--- config.mk ---
export PLATFORM = sky130hd
export DESIGN_NAME = mult_div_unit
export DESIGN_NICKNAME = d
export VERILOG_FILES = /design/src/rtl/mult_div_unit.sv
export SDC_FILE = /design/constraint.sdc
export NUM_CORES = 1
export LEC_CHECK = 0
export CORE_UTILIZATION = 56
export DETAILED_ROUTE_END_ITERATION = 6
export HOLD_SLACK_MARGIN = 0.06
export PLACE_DENSITY = 0.73
export SLEW_MARGIN = 20
export SYNTH_ARGS = -nofsm -noshare
export SYNTH_HDL_FRONTEND = slang
export SYNTH_SLANG_ARGS = --single-unit
export TNS_END_PERCENT = 1
--- constraint.sdc ---
create_clock -name clk -period 4.91 [get_ports clk]
set_input_delay 0.982 -clock clk [delete_from_list [all_inputs] [get_ports clk]]
set_output_delay 0.982 -clock clk [all_outputs]
set_load 0.02 [all_outputs]
--- src/rtl/mult_div_unit.sv ---
// mult_div_unit: iterative 32-bit multiply/divide unit with HI/LO result
// registers. Shift-add multiply (LSB first) and restoring divide (MSB first)
// run on operand magnitudes for 32 cycles; sign correction is applied in the
// FINISH cycle and the result lands in HI/LO on the edge leaving FINISH.
module mult_div_unit (
  input  logic        clk,
  input  logic        reset,
  input  logic        start,
  input  logic [4:0]  ALUControl,
  input  logic [31:0] a,
  input  logic [31:0] b,
  output logic        busy,
  output logic        done,
  output logic        div0,
  output logic [31:0] hi,
  output logic [31:0] lo
);

  localparam logic [4:0] OP_MULT  = 5'b01001;
  localparam logic [4:0] OP_MULTU = 5'b01010;
  localparam logic [4:0] OP_DIV   = 5'b00100;
  localparam logic [4:0] OP_DIVU  = 5'b01011;

  typedef enum logic [1:0] {S_IDLE, S_RUN, S_FINISH} state_t;

  state_t      state_q;
  logic        busy_q, done_q, div0_q;
  logic [4:0]  cnt_q;
  logic [31:0] hi_q, lo_q;

  // Working datapath registers (not reset; only meaningful while busy)
  logic        is_div_q, sa_q, sb_q, dz_q;
  logic [31:0] ma_q, mb_q, a_raw_q;
  logic [32:0] acc_hi_q, acc_hi_d;
  logic [31:0] acc_lo_q, acc_lo_d;

  logic [32:0] mul_sum, div_trial, div_diff;
  logic        div_ge;
  logic [63:0] prod;
  logic [31:0] hi_d, lo_d;

  logic op_valid, op_signed, op_div, accept;

  // Two's-complement magnitude; 0x80000000 maps to itself, which is the
  // correct unsigned magnitude.
  function automatic logic [31:0] mag32(input logic signed [31:0] v, input logic sgn);
    if (sgn && v[31]) return 32'(-v);
    else              return 32'(v);
  endfunction

  function automatic logic [31:0] neg32(input logic [31:0] v, input logic en);
    return en ? (~v + 32'd1) : v;
  endfunction

  function automatic logic [63:0] neg64(input logic [63:0] v, input logic en);
    return en ? (~v + 64'd1) : v;
  endfunction

  assign op_signed = (ALUControl == OP_MULT) || (ALUControl == OP_DIV);
  assign op_div    = (ALUControl == OP_DIV)  || (ALUControl == OP_DIVU);
  assign op_valid  = op_signed || (ALUControl == OP_MULTU) || (ALUControl == OP_DIVU);
  assign accept    = (state_q == S_IDLE) && start && op_valid;

  // One iteration: shift-add step for multiply, restoring step for divide.
  // Multiply: acc_hi holds the running upper product, acc_lo the multiplier
  // being shifted out while product bits shift in.
  // Divide: acc_hi holds the partial remainder, acc_lo the dividend being
  // shifted out while quotient bits shift in.
  always_comb begin
    mul_sum   = acc_hi_q + (acc_lo_q[0] ? {1'b0, ma_q} : 33'd0);
    div_trial = {acc_hi_q[31:0], acc_lo_q[31]};
    div_ge    = (div_trial >= {1'b0, mb_q});
    div_diff  = div_trial - {1'b0, mb_q};
    if (is_div_q) begin
      acc_hi_d = div_ge ? div_diff : div_trial;
      acc_lo_d = {acc_lo_q[30:0], div_ge};
    end else begin
      acc_hi_d = {1'b0, mul_sum[32:1]};
      acc_lo_d = {mul_sum[0], acc_lo_q[31:1]};
    end
  end

  // Sign correction and divide-by-zero override for the final result
  always_comb begin
    prod = neg64({acc_hi_q[31:0], acc_lo_q}, sa_q ^ sb_q);
    if (!is_div_q) begin
      hi_d = prod[63:32];
      lo_d = prod[31:0];
    end else if (dz_q) begin
      hi_d = a_raw_q;
      lo_d = 32'hFFFF_FFFF;
    end else begin
      hi_d = neg32(acc_hi_q[31:0], sa_q);
      lo_d = neg32(acc_lo_q, sa_q ^ sb_q);
    end
  end

  // Control FSM with registered handshake outputs and HI/LO result registers
  always_ff @(posedge clk or posedge reset) begin
    if (reset) begin
      state_q <= S_IDLE;
      busy_q  <= 1'b0;
      done_q  <= 1'b0;
      div0_q  <= 1'b0;
      hi_q    <= 32'd0;
      lo_q    <= 32'd0;
      cnt_q   <= 5'd0;
    end else begin
      done_q <= 1'b0;
      case (state_q)
        S_IDLE: begin
          if (accept) begin
            state_q <= S_RUN;
            busy_q  <= 1'b1;
            cnt_q   <= 5'd0;
          end
        end
        S_RUN: begin
          cnt_q <= cnt_q + 5'd1;
          if (cnt_q == 5'd31) state_q <= S_FINISH;
        end
        S_FINISH: begin
          state_q <= S_IDLE;
          busy_q  <= 1'b0;
          done_q  <= 1'b1;
          hi_q    <= hi_d;
          lo_q    <= lo_d;
          div0_q  <= is_div_q && dz_q;
        end
        default: state_q <= S_IDLE;
      endcase
    end
  end

  // Operand latch at accept, then one iteration per RUN cycle
  always_ff @(posedge clk) begin
    if (accept) begin
      is_div_q <= op_div;
      sa_q     <= op_signed && a[31];
      sb_q     <= op_signed && b[31];
      dz_q     <= op_div && (b == 32'd0);
      a_raw_q  <= a;
      ma_q     <= mag32(a, op_signed);
      mb_q     <= mag32(b, op_signed);
      acc_hi_q <= 33'd0;
      acc_lo_q <= op_div ? mag32(a, op_signed) : mag32(b, op_signed);
    end else if (state_q == S_RUN) begin
      acc_hi_q <= acc_hi_d;
      acc_lo_q <= acc_lo_d;
    end
  end

  assign busy = busy_q;
  assign done = done_q;
  assign div0 = div0_q;
  assign hi   = hi_q;
  assign lo   = lo_q;

endmodule

==> out/qor.txt, run 1 <==
Slew margin rel. = 36.0%
Die Width = 178 microns
First DRT Iteration DRCs = 1862
Layout cell share with drive strength beyond 1 = 5.11%
Syn Nets = 2118
Max IR drop VDD = 264 uV
PostCTS Resize Cnt = 0
Ys cells = 1974
Critical path, cell by cell = inv_1 > ha_1 > fa_1 > nand2b_1 > a21oi_1 > a211o_1 > o211ai_1 > a311oi_1 > o21ai_0 > and4_1 > a211oi_1
Max-cap violations = 0
Worst Setup SP = acc_lo_q[31]
Clk latency late pin = 0.54 ns
Nets = 2198
CTS sink cnt = 238
Slew @ Worst Pin = 0.957 ns
Clk slew on worst S/H paths = 0.06 ns
Asr flop ratio synth = 31.1%
Longest Clk Path Bufs = 3
Flops after synth = 238
Final hold vios = 0
1st-pass router iterations = 6
CP endpoint kind = flop
Status = finished, final reports clean
FF-to-FF path depth = 11
Most frequent cells in the layout = 176 x a21oi_1, 175 x nor2_1, 145 x o21ai_0
Setup_tns = 0 ns
Required time worst endpoint = 5.37 ns
Die height = 178 microns
Largest net degree at the start of global routing = 129
Worst-path fanout max = 6
Worst r2r src = acc_lo_q[31]
Total Routed Length = 58200 microns
Synth cell types = 81
Synthesized netlist cell count = 1974
Hold-fix buffers at CTS = 0
Vias in the first global route = 15144
RSZ-0062 raised after global routing = false
Core Region = 0.0300 sq mm
H-tree depth = 1
Residual DRC count = 0
Core utilization before placement = 57.7%
Worst Hold Class = reg2reg
Worst Hold Slack = 0.489 ns
Setup Skew = 0.0120 ns
Syn avg cell area = 8.75 sq um
Finish-stage setup viols = 0
Die ar. = 0.0315 sq mm
Via density per instance = 6.52
Detailed placement HPWL = 43100 microns
Synthesized area = 0.0173 sq mm
Most frequent logic cell in the layout = a21oi_1
Tmin final = 3.96 ns
Stages on worst setup path = 11
Worst R2R Setup Slack = 0.95 ns
Leak Pwr = 7.89 nW
Post-synth EDFFs = 131
Critical path type = reg2reg
GRT Util Overall = 36.6%
Total CTS buffers = 27
## run 1: metal layers
| layer | up-vias | share of wire, % | GRT usage, % | wire [microns] |
|---|---|---|---|---|
| li1 | 7423 | - | - | - |
| met1 | 7741 | 42 | 51.2 | 24400 |
| met2 | 795 | 45 | 57.5 | 26300 |
| met3 | 110 | 10 | 6.53 | 5930 |
| met4 | 2 | 2.7 | 11.3 | 1600 |
| met5 | - | 0.022 | 0 | 13 |
## run 1: per-stage QoR
| step | setup slack (ns) | instance area, sq um | utilization, % | total power [mW] | cells |
|---|---|---|---|---|---|
| 6_report | 0.949 | 19800 | 66.1 | 10.7 | 2466 |
| 5_1_grt | 0.811 | 19800 | 66.1 | 11.3 | 2464 |
| 4_1_cts | 1.09 | 19800 | 66.1 | 10.5 | 2464 |
| 3_5_place_dp | 0.695 | 19000 | 63.4 | 8.61 | 2415 |
| 3_3_place_gp | 0.785 | 19000 | 63.4 | 8.53 | 2415 |
| 2_1_floorplan | 1.01 | 17300 | - | 7.07 | 1974 |
## run 1: power breakdown
group          total, mW  leakage (nW)  switching (mW)  internal (mW)
Clock               1.91         0.388           0.848           1.06
Sequential          3.31          2.37           0.747           2.57
Combinational       5.43          5.14            3.15           2.29
## run 1: cells by family (layout without fill, tap and decap cells)
family | after synthesis | in the layout | share of synthesized area [%]
other cells | 0 | 2 | 0
mux | 59 | 59 | 3.45
buf+inv | 203 | 303 | 4.48
simple gates | 602 | 602 | 17.5
flops | 238 | 238 | 37.3
compound gates | 610 | 610 | 22.3
xor+xnor | 190 | 190 | 9.64
fa+ha+maj | 72 | 72 | 5.30
## run 1: area by class of cell
type                    instances  area [sq um]
fillers                      2465         10200
repair buffers                177          1690
clock inverters                14          97.6
inverters                      77           295
clock buffers                  35           706
multi-input cells            1533         10100
well taps                     390           488
diodes                          2          5.00
flip-flops and latches        238          6450
## run 1: registers in the layout (all words and copies together), names as in the netlist, 2 cells and up
| register | cells |
|---|---|
| a_raw_q | 31 |
| acc_hi_q | 33 |
| acc_lo_q | 32 |
| cnt_q | 5 |
| hi | 32 |
| lo | 32 |
| ma_q | 32 |
| mb_q | 32 |
| state_q | 2 |
## run 1: synth_stat cells, drive strengths merged (21+ instances only)
| cell type | number | area, sq um |
|---|---|---|
| nor3 | 41 | 205 |
| a211oi | 41 | 308 |
| dfrtp | 74 | 1850 |
| and3 | 21 | 131 |
| ha | 70 | 876 |
| mux2i | 55 | 551 |
| clkbuf | 109 | 409 |
| a31oi | 33 | 206 |
| xnor2 | 113 | 990 |
| o211ai | 27 | 203 |
| edfxtp | 131 | 3930 |
| and2 | 40 | 250 |
| a21o | 25 | 188 |
| o21ai | 147 | 739 |
| dfxtp | 33 | 661 |
| nand2b | 21 | 131 |
| a21oi | 177 | 886 |
| nor2 | 175 | 657 |
| nor2b | 29 | 181 |
| nand3 | 44 | 220 |
| or3 | 22 | 138 |
| o31ai | 28 | 210 |
| inv | 73 | 274 |
| xor2 | 77 | 674 |
| nand2 | 132 | 495 |
Fig. 1: run 1, signal metal coverage by tile
The die is cut into 36 by 36 equal tiles; dark blue is low, red is high, scaled to the fullest tile. Values are wire area over tile area, all layers added.
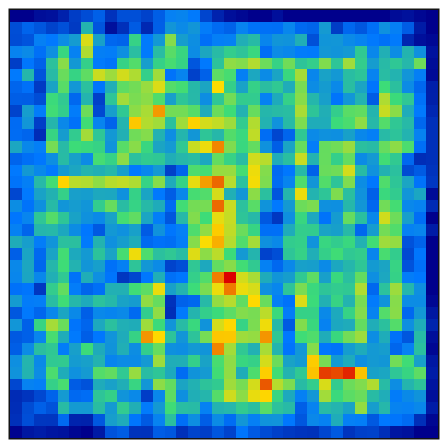
- nearly empty tiles: 2.5%
- tiles over half the peak: 23%
- fullest tile: 0.83
- mean over tiles: 0.31
WL/cell: 23.6 microns
vias after detailed routing: 16071

Fig. 2: run 1, sizing map
Scale bar: 50 microns.
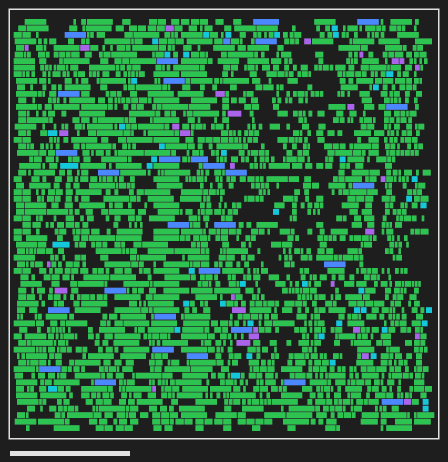
- _6 and larger: blue (cells 30)
- _2 cells: purple (cells 30)
- _3 and _4 cells: cyan (cells 46)
- _0 and _1 cells: green (cells 1968)
Non-clock buffers: 177
finished layout cell area: 0.0198 sq mm
Final WS setup: 0.949 ns
Layout area overhead: 14.6%

Fig. 3: run 1, placed standard cells
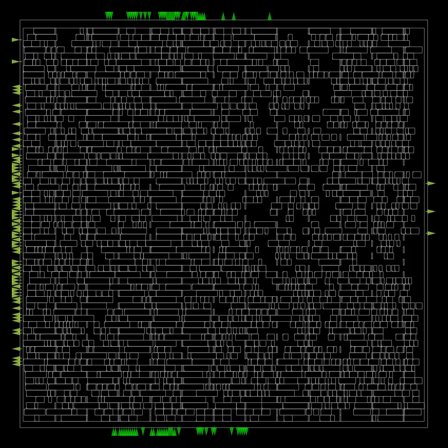
Flop Count: 238
FP Rows: 63
flop share of the area: 32.6%

Fig. 4: run 1, register map, names as in the netlist
Scale bar: 50 microns.
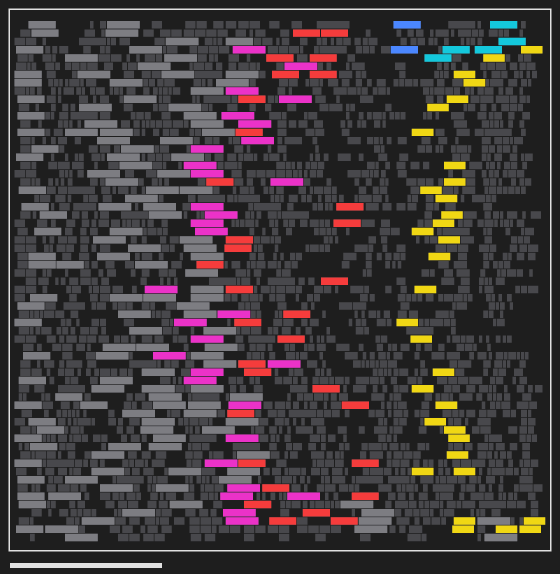

==> run 1 -> run 2 <==
- CORE_UTILIZATION: 56 -> 54
- PLACE_DENSITY: 0.73 -> 0.74
- clock period: 4.91 -> 3.2 ns (I/O delays scaled with it)
Fig. 5: run 2, register map, names as in the netlist
Scale bar: 50 microns.
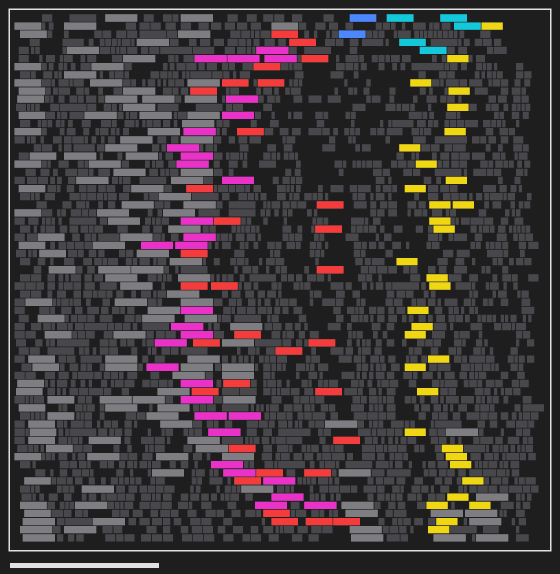
- cnt_q: cyan (flops 5; where north-east)
- a_raw_q: magenta (flops 31)
- hi: red (flops 32; where a column down the middle)
- state_q: blue (flops 2)
- acc_hi_q: yellow (flops 33; where a column on the right)
- not coloured: 135
flop share of the area: 29.9%
Seq power: 4.52 mW
Reg area: 0.00645 sq mm
end-of-flow core utilization: 68.6%

Fig. 6: run 2, routed clock nets over the placement
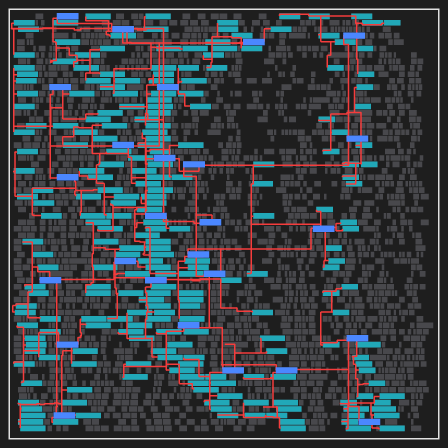
- flip-flops: cyan (count 238)
- clock drivers: blue (count 26)
- clock wires: red (length 3130 microns)
- routed clock nets: 27
- flops lie: spread over the die
Setup Skew: 0.0132 ns
clock network power share: 17.8%

==> out/qor.txt, run 2 <==
Worst-path fanout max = 5
Syn avg cell area = 8.75 sq um
Vias in the first global route = 16250
Largest net degree at the start of global routing = 112
FP Rows = 65
Ys cells = 1974
Clk slew on worst S/H paths = 0.06 ns
Top cells by area = edfxtp_1 23%, dfrtp_1 11%, xnor2_1 5.7%
Largest Register = acc_hi_q
Required time worst endpoint = 3.68 ns
Status = finished, final reports clean
Asr flop ratio synth = 31.1%
Post-synth EDFFs = 131
Slew margin rel. = 39.3%
Synthesized area = 0.0173 sq mm
Most frequent cells in the layout = 219 x buf_4, 173 x nor2_1, 172 x a21oi_1
Finish-stage setup viols = 0
FF-to-FF path depth = 9
Yosys top cell by instances = a21oi_1
Longest Clk Path Bufs = 3
Critical path type = reg2reg
Synthesized netlist cell count = 1974
Combinational Area = 0.0102 sq mm
Tmin final = 3.19 ns
Share of power burned in combinational logic = 57.1%
Hold-fix buffers at CTS = 0
Pwr Total = 18.1 mW
Max-cap violations = 0
RSZ-0062 raised after global routing = true
Clk latency late pin = 0.55 ns
First DRT Iteration DRCs = 1817
Worst Setup SP = acc_lo_q[9]
Syn Nets = 2118
Flops after synth = 238
Fill cells = 2534
WL/cell = 22.8 microns
Placed Instance Area = 0.0206 sq mm
Detailed placement HPWL = 46300 microns
Most area-hungry cell type in the Yosys netlist = edfxtp_1
CTS sink cnt = 238
# diodes = 0
Die ar. = 0.0327 sq mm
Worst R2R Setup Slack = 0.007 ns
Setup_tns = 0 ns
H-tree depth = 1
Largest register FFs = 33
Worst r2r src = acc_lo_q[9]
Critical path, cell by cell = or4_4 > or4b_4 > or4_4 > nor3_4 > buf_4 > a31oi_1 > xnor2_1 > o221ai_1 > o21a_1
Residual DRC count = 0
Most frequent logic cell in the layout = buf_4
GRT Util Overall = 36.8%
Final cell count without fillers = 2667
Core Region = 0.0315 sq mm
Die height = 181 microns
Finished layout cell area = 0.0216 sq mm
Worst Hold Slack = 0.463 ns
[run 2: cell counts after synthesis]
No cell type changed its count.
[run 2: cell type report]
cell class                 count  share of cell area [%]
clock inverter                17                   0.974
clock buffer                  31                    3.20
inverter                      77                    1.37
multi-input combinational   1533                    47.2
sequential                   238                    29.9
tap                          402                    2.33
timing repair buffer         369                    15.1
[run 2: power by group through the flow]
stage                     logic [mW]  registers [mW]  clock network [mW]
after floorplan                 6.30            4.55                   0
after global placement          9.81            4.52                   0
final                           10.3            4.52                3.22
after detailed placement        9.91            4.53                   0
after global routing            11.2            4.59                3.35
after CTS                       10.0            4.50                3.23
[run 2: worst reg2reg max path: cells and delay by family (launching register included)]
kind | cells | cell delay, ns
flip-flops | 1 | 0.40
XOR/XNOR | 1 | 0.17
buffers and inverters | 1 | 0.16
AND/OR/NAND/NOR | 4 | 1.88
AND-OR/OR-AND | 3 | 0.52
[run 2: what timing repair did]
item	CTS	global route
setup endpoints to repair	2	32
buffers inserted	0	2
endpoints found under the hold margin	0	0
resized	2	30
pin swaps	0	8
[run 2: worst max-delay path by stage]
stage | end | slack (ns) | cells after the start
after global routing | hi[28] | -0.09 | 9
after detailed placement | acc_lo_q[29] | -0.50 | 9
after CTS | acc_hi_q[31] | 0.003 | 13
after global placement | acc_lo_q[29] | -0.42 | 9
final | hi[28] | 0.007 | 9
after floorplan | acc_hi_q[31] | -0.04 | 12
[run 2: per-layer routing]
layer  up-vias  part of all wire, %  GRT usage, %
met4         4                  3.5          13.1
met3       139                   10          7.42
met5         -                0.048             0
met2       881                   45          59.4
met1      8055                   41          49.0
li1       7816                    -             -
[run 2: cells by family (layout without fill, tap and decap cells)]
kind of cell,Yosys count,after routing,share of synthesized area (%)
XOR/XNOR,190,190,9.64
flip-flops,238,238,37.3
buffers and inverters,203,494,4.48
multiplexers,59,59,3.45
adder cells (fa/ha/maj),72,72,5.30
AND/OR/NAND/NOR,602,602,17.5
AND-OR/OR-AND,610,610,22.3
[run 2: per-stage QoR]
stage	util [%]	setup WS [ns]
floorplan	-	-0.0362
global placement	65.3	-0.422
detailed placement	65.3	-0.500
CTS	68.2	0.00316
global route	68.6	-0.0913
finish	68.6	0.00660
Power and IR drop assume default switching activity.
